[config.mk]
export PLATFORM = sky130hd
export DESIGN_NAME = mul_share_arbiter
export DESIGN_NICKNAME = d
export VERILOG_FILES = /design/src/rtl/mul_share_arbiter.sv
export SDC_FILE = /design/constraint.sdc
export NUM_CORES = 1
export LEC_CHECK = 0
export CAP_MARGIN = 20
export CORE_MARGIN = 2
export CORE_UTILIZATION = 30
export DETAILED_ROUTE_END_ITERATION = 16
export PLACE_DENSITY_LB_ADDON = 0.15
export SKIP_LAST_GASP = 1
export SLEW_MARGIN = 20
export SYNTH_ARGS = -nofsm -noshare
export SYNTH_HDL_FRONTEND = slang
export SYNTH_SLANG_ARGS = --single-unit
[constraint.sdc]
create_clock -name i_clk -period 1.8 [get_ports i_clk]
set_clock_uncertainty 0.1 [all_clocks]
set_input_delay 0.27 -clock i_clk [delete_from_list [all_inputs] [get_ports i_clk]]
set_output_delay 0.27 -clock i_clk [all_outputs]
set_load 0.01 [all_outputs]
[src/rtl/mul_share_arbiter.sv]
// Round-robin arbiter that time-shares one external multiplier between N_REQ requesters.
// Issues one operand pair per cycle and returns tagged results in issue order.
module mul_share_arbiter #(
  parameter int unsigned N_REQ   = 4,
  parameter int unsigned A_W     = 13,
  parameter int unsigned B_W     = 12,
  parameter int unsigned R_W     = 12,
  parameter int unsigned MUL_LAT = 1,
  localparam int unsigned ID_W   = $clog2(N_REQ)
) (
  input  logic                   i_clk,
  input  logic                   i_rst,
  input  logic                   i_en,
  input  logic [N_REQ-1:0]       i_req_valid,
  output logic [N_REQ-1:0]       o_req_ready,
  input  logic [N_REQ*A_W-1:0]   i_req_a,
  input  logic [N_REQ*B_W-1:0]   i_req_b,
  output logic [A_W-1:0]         o_mul_a,
  output logic [B_W-1:0]         o_mul_b,
  output logic                   o_mul_vld,
  input  logic [R_W-1:0]         i_mul_res,
  output logic                   o_res_valid,
  output logic [ID_W-1:0]        o_res_id,
  output logic [R_W-1:0]         o_res_data,
  output logic                   o_busy,
  output logic [15:0]            o_issue_cnt
);

  logic [ID_W-1:0]               ptr_q;
  logic                          grant_vld;
  logic [ID_W-1:0]               grant_id;
  logic [ID_W-1:0]               idx;
  logic                          accept;
  logic [A_W-1:0]                sel_a;
  logic [B_W-1:0]                sel_b;

  logic [A_W-1:0]                mul_a_q;
  logic [B_W-1:0]                mul_b_q;
  logic                          mul_vld_q;
  logic [ID_W-1:0]               issue_id_q;

  logic [MUL_LAT-1:0]            tag_vld_q;
  logic [MUL_LAT-1:0][ID_W-1:0]  tag_id_q;

  logic                          res_valid_q;
  logic [ID_W-1:0]               res_id_q;
  logic [R_W-1:0]                res_data_q;
  logic [15:0]                   issue_cnt_q;

  // First valid requester at or after the pointer; N_REQ is a power of two so
  // ID_W-bit addition wraps modulo N_REQ for free.
  always_comb begin
    grant_vld = 1'b0;
    grant_id  = ptr_q;
    idx       = '0;
    for (int unsigned i = 0; i < N_REQ; i++) begin
      idx = ptr_q + ID_W'(i);
      if (!grant_vld && i_req_valid[idx]) begin
        grant_vld = 1'b1;
        grant_id  = idx;
      end
    end
    sel_a = i_req_a[32'(grant_id) * A_W +: A_W];
    sel_b = i_req_b[32'(grant_id) * B_W +: B_W];
  end

  assign accept      = grant_vld & i_en & ~i_rst;
  assign o_req_ready = accept ? (N_REQ'(1) << grant_id) : '0;

  always_ff @(posedge i_clk or posedge i_rst) begin
    if (i_rst) begin
      ptr_q       <= '0;
      mul_a_q     <= '0;
      mul_b_q     <= '0;
      mul_vld_q   <= 1'b0;
      issue_id_q  <= '0;
      issue_cnt_q <= '0;
    end else begin
      mul_vld_q <= accept;
      if (accept) begin
        ptr_q       <= grant_id + ID_W'(1);
        mul_a_q     <= sel_a;
        mul_b_q     <= sel_b;
        issue_id_q  <= grant_id;
        issue_cnt_q <= issue_cnt_q + 16'd1;
      end
    end
  end

  // Tag stage MUL_LAT-1 lines up with i_mul_res for the same issue.
  always_ff @(posedge i_clk or posedge i_rst) begin
    if (i_rst) begin
      tag_vld_q <= '0;
      tag_id_q  <= '0;
    end else begin
      tag_vld_q[0] <= mul_vld_q;
      tag_id_q[0]  <= issue_id_q;
      for (int unsigned i = 1; i < MUL_LAT; i++) begin
        tag_vld_q[i] <= tag_vld_q[i-1];
        tag_id_q[i]  <= tag_id_q[i-1];
      end
    end
  end

  always_ff @(posedge i_clk or posedge i_rst) begin
    if (i_rst) begin
      res_valid_q <= 1'b0;
      res_id_q    <= '0;
      res_data_q  <= '0;
    end else begin
      res_valid_q <= tag_vld_q[MUL_LAT-1];
      if (tag_vld_q[MUL_LAT-1]) begin
        res_id_q   <= tag_id_q[MUL_LAT-1];
        res_data_q <= i_mul_res;
      end
    end
  end

  assign o_mul_a     = mul_a_q;
  assign o_mul_b     = mul_b_q;
  assign o_mul_vld   = mul_vld_q;
  assign o_res_valid = res_valid_q;
  assign o_res_id    = res_id_q;
  assign o_res_data  = res_data_q;
  assign o_issue_cnt = issue_cnt_q;
  assign o_busy      = (|tag_vld_q) | res_valid_q | mul_vld_q;

endmodule

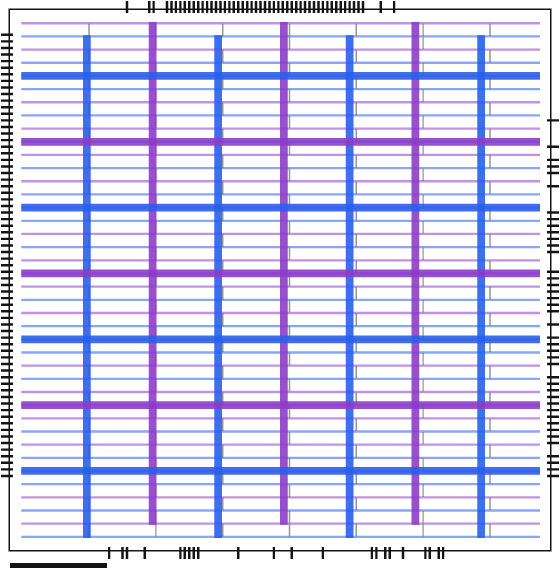
**Above:** PDN straps and rails.
Bar = 20 µm. Pins as bars on the die edge. Tap cells in grey.
VSS -> blue
VDD -> purple
tap cells = 143
rows = 39
area of the core region: 11,370 µm²
Die X-Extent: 111.5 µm
die outline height: 111.5 µm
IR Drop Worst-Case VDD: 0.0005102 V

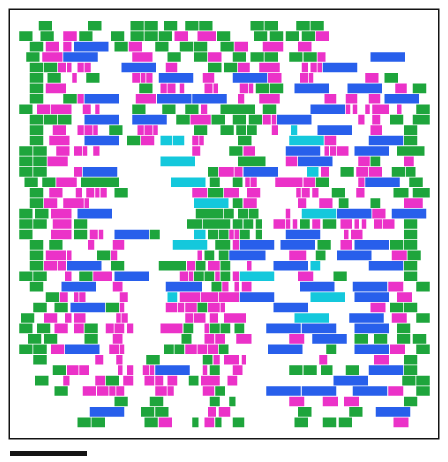
**Above:** placed cells, one colour a class.
Bar = 20 µm.
all other logic -> magenta  # cells 252
clock drivers and dummy loads -> cyan  # cells 16
flip-flops -> blue  # cells 64
other buffers and delay cells -> green  # cells 233
cell area after layout: 6309 µm²
flip-flop and latch share of the layout cell area: 25.43%
final core occ: 55.49%

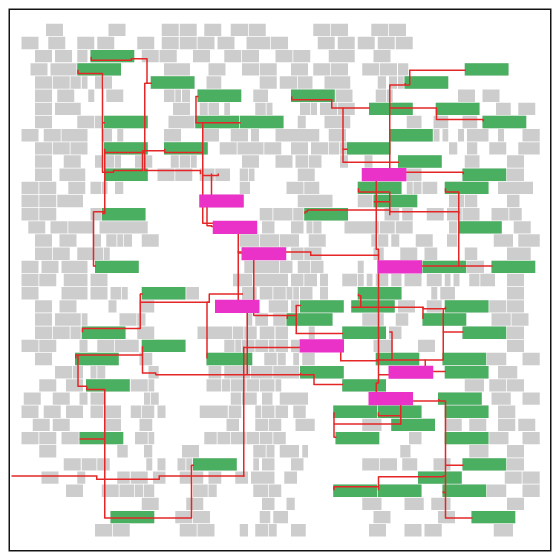
**Above:** clock distribution.
clock wires -> red  # length 1,020 µm
flip-flops -> green  # count 64
cells driving clock nets -> magenta  # count 9
flops lie = all over the die
power dissipated in the clock network: 0.00164 W
clock network fraction of design power: 26.3%

[metal layers]
layer,track usage [%],wire length (µm),up-vias
met2,31.99,5803,142
li1,-,-,1729
met1,22.13,4890,1686
met3,5.934,867,14
met4,5.021,127,0
met5,0,0,-
[placed cells by master (no fill, tap or decap), types with 7 or more instances in the layout]
cell type and count:
sky130_fd_sc_hd__clkdlybuf4s50_1 169, sky130_fd_sc_hd__dfrtp_1 62, sky130_fd_sc_hd__buf_4 44, sky130_fd_sc_hd__o21ai_0 31, sky130_fd_sc_hd__nor2_1 27, sky130_fd_sc_hd__o22ai_1 25
sky130_fd_sc_hd__mux2i_1 22, sky130_fd_sc_hd__a221oi_2 16, sky130_fd_sc_hd__nand2_1 15, sky130_fd_sc_hd__mux2_2 14, sky130_fd_sc_hd__xnor2_1 11, sky130_fd_sc_hd__clkbuf_16 10
sky130_fd_sc_hd__o21bai_1 7, sky130_fd_sc_hd__nor3b_1 7
[synthesized netlist by cell type, drive strengths merged (4+ instances only)]
cell type | instances | area [µm²]
a21oi | 4 | 20.02
a221oi | 20 | 175.2
buf | 16 | 107.6
clkbuf | 11 | 41.29
dfrtp | 64 | 1602
inv | 8 | 30.03
mux2 | 14 | 157.7
mux2i | 25 | 250.2
nand2 | 16 | 60.06
nand3 | 6 | 30.03
nand4 | 4 | 25.02
nor2 | 28 | 105.1
nor2b | 4 | 25.02
nor3b | 7 | 52.55
o21ai | 33 | 168.9
o21bai | 7 | 52.55
o221ai | 6 | 52.55
o22ai | 25 | 156.4
xnor2 | 11 | 96.34
xor2 | 4 | 35.03
[flip-flops by register name, summed over array words and instances (netlist names)]
signal       count
o_mul_a         13
o_res_data      12
o_mul_b         12
o_issue_cnt     16
o_mul_vld        1
tag_vld_q        1
ptr_q            2
tag_id_q         2
issue_id_q       2
o_res_id         2
o_res_valid      1
[timing repair]
action,in CTS,in global routing
setup buffers,9,9
gates resized,56,32
hold buffers,0,0
pin swaps,7,12
endpoints found under the setup margin,43,39
gates cloned,1,1
[tightest hold or removal path, cell delays in order]
cell,delay (ps)
sky130_fd_sc_hd__dlymetal6s2s_1,160
sky130_fd_sc_hd__buf_4,150
sky130_fd_sc_hd__clkinvlp_4,70
sky130_fd_sc_hd__buf_12,310
[power breakdown]
group | leakage [nW] | internal, W | switching, W
Sequential | 0.744 | 0.00175 | 0.000243
Clock | 0.132 | 0.000944 | 0.000701
Combinational | 1.72 | 0.00149 | 0.00113
[area by class of cell]
cell class / count / area share, %
Timing Repair Buffer: 233 / 36.26
Multi-Input combinational cell: 244 / 30.38
Sequential cell: 64 / 25.43
Clock buffer: 9 / 3.570
Tap cell: 143 / 2.836
Clock inverter: 7 / 0.8727
Inverter: 8 / 0.6545
[per-stage QoR]
stage | cells | worst slack (ps) | util [%] | TNS, ps
finish | 708 | -263.4 | 55.49 | -3780
global route | 708 | -341.8 | 55.49 | -6358
CTS | 699 | -279.2 | 53.82 | -4047
detailed placement | 674 | -855.7 | 49.48 | -29910
floorplan | 343 | 7.037 | - | 0
global placement | 674 | -815.4 | 49.48 | -27520
==> reports/results.env <==
RESULT_OF_THE_RUN='finished with violations'
VIOLATIONS_IN_THE_FINAL_REPORTS='setup timing'
SYNTH_ASYNC_SR_FLOP_SHARE_PCT=100.0
REGISTER_CELL_AREA_AFTER_LAYOUT_UM2=1604
PIN_COUNT_OF_THE_BIGGEST_NET_ENTERING_GLOBAL_ROUTING=65
CP_CELL_SEQUENCE='nand2b_4 -> o21a_1 -> o221ai_2 -> buf_4 -> and3_4 -> buf_6'
CTS_BUFFERS=9
TIMING.CRITICAL_PATH.DEPTH=6
DETAILROUTE.VIA_COUNT=3571
PORTBUFFERS=180
SYNTHXORXNORAREAFRAC_PCT=3.787
CLK_ROOT_BUFFER_CELL='sky130_fd_sc_hd__clkbuf_16'
RSZ0062_AT_GRT='true'
FINALWORSTPATHREQUIREDPERIOD_PS=2063
POSTSYNTHSEQSHARE_PCT=46.16
RELSLEWSLACK_PCT=74.99
CRIT_PATH_START_KIND='flop'
GLOBALROUTETOTALUTIL_PCT=18.45
SYNTH_ADDER_AREA_SHARE_PCT=0.3606
DRC_MARKERS=0
SETUP_SLACK_OF_THE_WORST_REGISTER_TO_REGISTER_PATH_PS=-180
DRTPASS1ITERATIONS=8
CORE.ROWCOUNT=39
WORST_R2R_ENDPOINT='o_mul_b[11]'
TIMING.CRITICAL_PATH.ARRIVAL_PS=1690
MAIN_COMBINATIONAL_CELL_FAMILY_BY_AREA_AFTER_SYNTHESIS='AND-OR/OR-AND gates'
SYNTHESIS.AREA_PER_INSTANCE_UM2=10.12
SYNTH-EDFF-COUNT=0
FINALMAXSLEWVIOLATIONS=0
SLOWEST_DELAY_PS=450
CHIP_AREA_UM2=12440
TRITONCTS='built'
WORST_PATH_DOMINANT_CELL_FAMILY='flip-flops'
SYNTH_STAT.CELLS=343
LEAKAGEPOWER_nW=2.593
TIMING_WORST_SLEW_PIN_VALUE_PS=365.7
ROUTE.FINAL.WIRE_LENGTH_UM=11690
POST_SYNTH_AO_OA_AREA_FRACTION_PCT=20.88
MAPPEDNETLISTAREA_UM2=3470
WIRE_PER_INST_UM=16.51
WORSTSKEWPAIRLATENCY_PS=320
REG2REGPATHDEPTH=8
OPENROAD.WARNINGS=28
SYNTHFLOPTYPE='sky130_fd_sc_hd__dfrtp_1'
ENDPOINTS_FAILING_SETUP=29
WORST_SETUP_PATH_END_KIND='primary output'
POST_SYNTH_NUM_CELL_TYPES=48
WORST_CASE_HOLD_SLACK_PS=136.8
YOSYS_WARNINGS=0
FLOORPLAN_NET_COUNT=463
HTREE_NUM_LEVELS=3
PLACE_HPWL_UM=8231
GATE_AREA_UM2=1917
LAYOUT-DRIVE-GT1-SHARE_PCT=23.72
ROUTE.DETAILED.VIAS_PER_INST=5.044
DRT-INITIAL-DRC-COUNT=168
SIMPLE_GATE_AREA_SHARE_PCT=11.90
CLKSINKCOUNT=64
IO_PINS=181
NUMBER_OF_STORAGE_ELEMENTS_IN_THE_SYNTHESIS_NETLIST=64
NUMBER_OF_ANTENNA_VIOLATIONS_AT_THE_FIRST_CHECK_IN_GLOBAL_ROUTING=0
AREA_GROWTH_PCT=81.82
NNETSFINAL=680
CRITPATHLAUNCH='ptr_q[1]'
NUM_ANTENNA_CELLS=0
YS_SH_MUX_PCT=11.76
CLK_PIN_SLEW_PS=60
GRT_PASS1_VIAS=3701
PLACE_CONGESTION=0.7695
FP_UTIL_PCT=30.52
ANTENNA_LEFT=0
CRIT_REQUIRED_PS=1430
GRT_FIRST_PASS_WIRELENGTH_UM=18640
WORSTREG2REGSTART='ptr_q[0]'
AREA_REPORTED_BY_YOSYS_STAT_UM2=3470
PLACED_AREA_UM2=5625
CPMAXSTAGEDELAYCELL='sky130_fd_sc_hd__dfrtp_2'
TIMING.MAX_CAP.VIOLATIONS=0
WORSTPATHBUFFERINVERTERCOUNT=2
FINAL.SETUP.WORST_SLACK_PS=-263.4
GLOBAL_ROUTE.OVERFLOW_TOTAL=0
CRITICAL_PATH.ENDPOINT='o_req_ready[0]'
MAX_CLOCK_FREQ_MHz=484.6
TOTAL_POWER_W=0.006263
FILLERINSTANCES=1035
FINAL_CLOCK_PERIOD_UTILIZATION_BY_THE_WORST_PATH_PCT=114.6
TIMING_HOLD_VIOLATIONS_FINAL=0
Power and IR drop assume default switching activity.
